Design fetch_unit, sky130hd; sources not shown.
Fig. 1: nets reached from selected ports
(3 px per um)
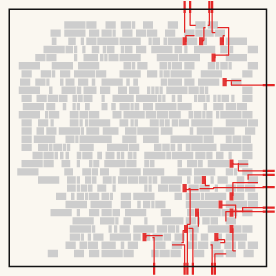
port	colour	bits	direction	edge	end cells	buffers	wire
`mem_rdata`	red	16	input	6 bottom, 6 right, 4 top	16	16	290 um
number of placed I/O pins: 95
number of I/O port buffers: 93

Fig. 2: cell outlines without signal wires
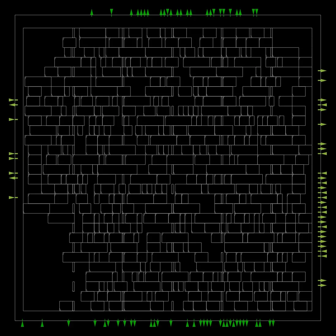
Placement Rows: 29
floorplan core area: 6350 um2

Fig. 3: ports around the boundary
(6 px per um) Pins as bars across the die edge, other pins in grey.
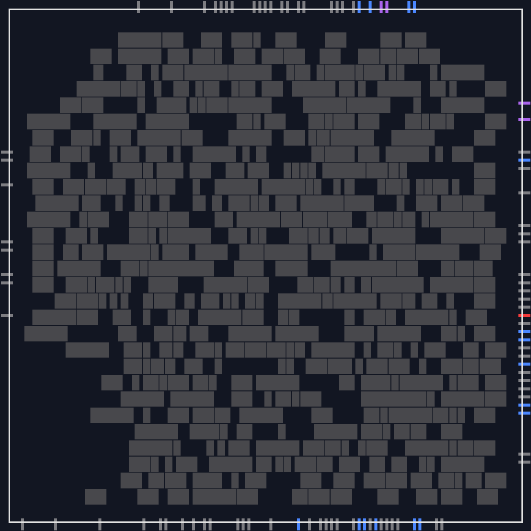
port	colour	pins	direction	edge
`mem_rdata`	blue	16	input	6 bottom, 6 right, 4 top
`rst_n`	red	1	input	right
`opcode`	purple	4	output	2 right, 2 top
all pins by edge	33 bottom, 29 right, 25 top, 8 left
overall die height: 85.2 um
Horiz. Die Dim: 85.2 um

Fig. 4: met2 routing
(6 px per um)
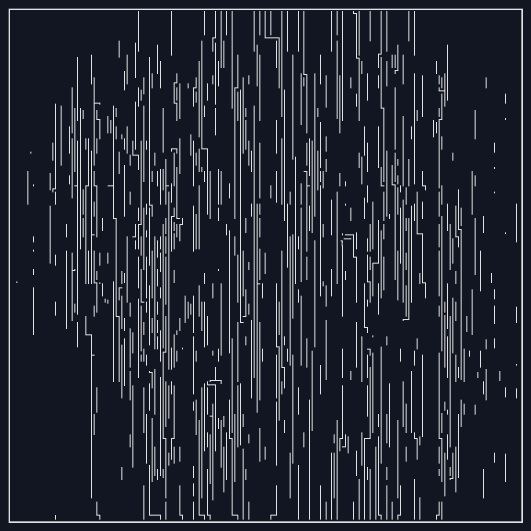
nets with wire on the layer	393
wire length on this layer	3760 um
share of all routed wire	49%
total number of vias: 2657
routing usage on met2: 37.6%
overall routed net length: 7650 um

Fig. 5: routed metal, one colour a layer
(3 px per um) Only two layers are drawn.
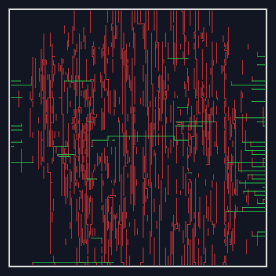
layer	colour	wire length
M3	green	302 um
M2	red	3760 um
GRT Total Usage: 22.0%
routed wire length per instance: 14.7 um

==> summary.rpt <==
=================================================================================
Outcome                                                              finished clean
Seq cells post-synth                                                           67
Worst-case setup margin in the final layout                              0.225 ns
Sequential power                                                          1.36 mW
Number of non-clock buffers in the layout                                     126
Pre-CTS setup slack                                                    -0.0686 ns
Synth top cells by count                                             nand2_1 (105), dfxtp_1 (66), a21boi_0 (28)
Final Critical Period                                                     1.98 ns
Buffers plus inverters on the worst setup path                                  1
Global route total overflow                                                     0
Instance area after placement                                            4060 um2
Post-synthesis chip area from yosys                                      3040 um2
Sequential share of the synthesized area                                    44.5%
Hold Worst Slack                                                         0.457 ns
Final count of pins violating max slew                                          0
Final setup violating endpoints                                                 0
Sequential portion of the cell area                                         31.5%
Mean instance size in the synthesized netlist                            9.09 um2
Number of buffers created by CTS                                                9
Total met2 wirelength after detailed routing                              3760 um
Number of global-route vias before repair                                    2621
First-pass GRT wire length                                               12600 um
Number of nets in the layout                                                  476
Sum of net half-perimeters after detailed placement                       5410 um
Length in cells of the worst reg-to-reg path                                    5
Combinational family with the most area after synthesis              simple AND/OR/NAND/NOR gates
Clock buffer depth                                                              2
Cell types with the largest area share after synthesis               dfxtp_1 (44%), nand2_1 (13%), a21boi_0 (6.9%)
Length of the first detailed-routing pass in iterations                         4
Required time reported for the critical path endpoint                     1.76 ns
Final non-clock buffer share                                                26.9%
Clock Power                                                               1.16 mW
Fraction of layout instances using a drive strength above 1                 12.6%
Fill cell instance count of the final layout                                  520
Comb_multi_in                                                                 234
Clk latency late pin                                                      0.35 ns
Clock network area share                                                    5.28%
Register-to-register path setup slack                                     0.44 ns
Iter 0 DRT Violations                                                          69
Final count of hold timing violations                                           0
Non-clock inverter count                                                        0
Number of clock buffers in the layout                                          11
Synth unique cells                                                             35
Switching power share of the total                                          26.1%
Post_cts resized                                                                1
Number of warning messages in the logs                                         27
Largest power group                                                  sequential cells
Part of the power in registers                                              44.2%
Number of nets still failing antenna checks after routing                       0
Post-Layout Inst Area                                                    4290 um2
Area used by sequential logic in the layout                              1350 um2
Post-synth top area share                                                   43.5%
Gate power share                                                            18.0%
Largest fanout of any net on the critical path                                  8
Worst setup path class                                               flop to primary output
Layout overhead on the synthesized area                                     41.3%
Number of max-capacitance violations reported                                   0
Share of synthesized cell area in and-or and or-and compound cells          17.6%
Final total power                                                         3.07 mW
CP Depth                                                                        1
CTS root buf                                                             clkbuf_8
Clock tree from TritonCTS                                                    done
Crit path largest cell delay                                              0.67 ns
Netlist Area Pre-Place                                                   3040 um2
Clk slew on worst S/H paths                                               0.07 ns
Setup repair after global routing missed its margin                            no
Met3 wire length                                                           301 um
Most frequent logic cells in the routed design                       nand2_1 (105), clkdlybuf4s50_1 (92), dfxtp_1 (66), a21boi_0 (28), o211a_1 (18)
Internal power consumption                                                2.27 mW
Instance count of the mapped netlist                                          334
Number of standard cells reported by yosys                                    334
Floorplan Nets                                                                372
Ratio of routed vias to standard cells                                       5.11
Hold_buf cts                                                                    0
Tap cell count                                                                 77
Sum Neg Setup Slack                                                          0 ns
Arrival time of data at the critical path endpoint                        1.54 ns
Max Clock Freq                                                            506 MHz
AND/OR/NAND/NOR Cells, Area Fraction                                        20.2%
Final worst path period share                                               89.8%
CP Launch Type                                                               flop
Highest layer used for signal routing                                        met4
Worst min path class                                                 flop to flop
Flip-flops                                                                     67
Met1 usage                                                                  27.1%
Final cell utilization of the core                                          67.5%
M3 GR Usage                                                                 4.09%
Initial antenna violation count                                                 0
Async S/R FF share, synth                                                      0%
Routability Congestion                                                      0.831
Power share of the clock group                                              37.8%
Die Footprint                                                            7260 um2
Worst vdd ir                                                               587 uV
Series of cell instances along the critical path                     clkdlybuf4s50_1
Slew HR                                                                     63.6%
Post-layout instance count excluding filler cells                             520
GR peak layer                                                                met2
Count of synthesis-stage warnings from yosys                                    0
FP Core Util                                                                47.8%
Most area-hungry cell class in the final design                      multi-input combinational cells
Worst-margin pin slew                                                    0.546 ns
Total power divided by cell area                                       715 nW/um2
Ant diodes                                                                      0
Cell type with the highest aggregate area in the netlist                  dfxtp_1
Logic gate fraction of the total cell area                                  34.1%
Multiplexer area fraction after synthesis                                   6.14%
Post-CTS Setup Repair Bufs                                                      0
Clock Skews                                                            0.00422 ns
Cell count after placement                                                    504
Count of library flops with an enable pin                                       1
Clock sink count                                                               67
Post-synthesis adder-cell area fraction                                    0.412%
H-tree Lvls                                                                     3
Switching power summed over all nets                                     0.801 mW
Hold path depth                                                                 2
Kind of capture point of the worst setup path                        primary output
Maximum number of pins on one net before global-route repair                   12
Dominant cell by count in the synthesized netlist                         nand2_1
Critical path's slowest cell                                         clkdlybuf4s50_1
Primary flip-flop cell chosen by synthesis mapping                        dfxtp_1
DRC violations left                                                             0
Leakage                                                                   1.82 nW
Most frequently placed logic cell in the final layout                     nand2_1
Post-synthesis share of cell area spent on xor and xnor gates               3.75%
=================================================================================
Power figures rest on the tool's default switching activity, not on a simulated workload.
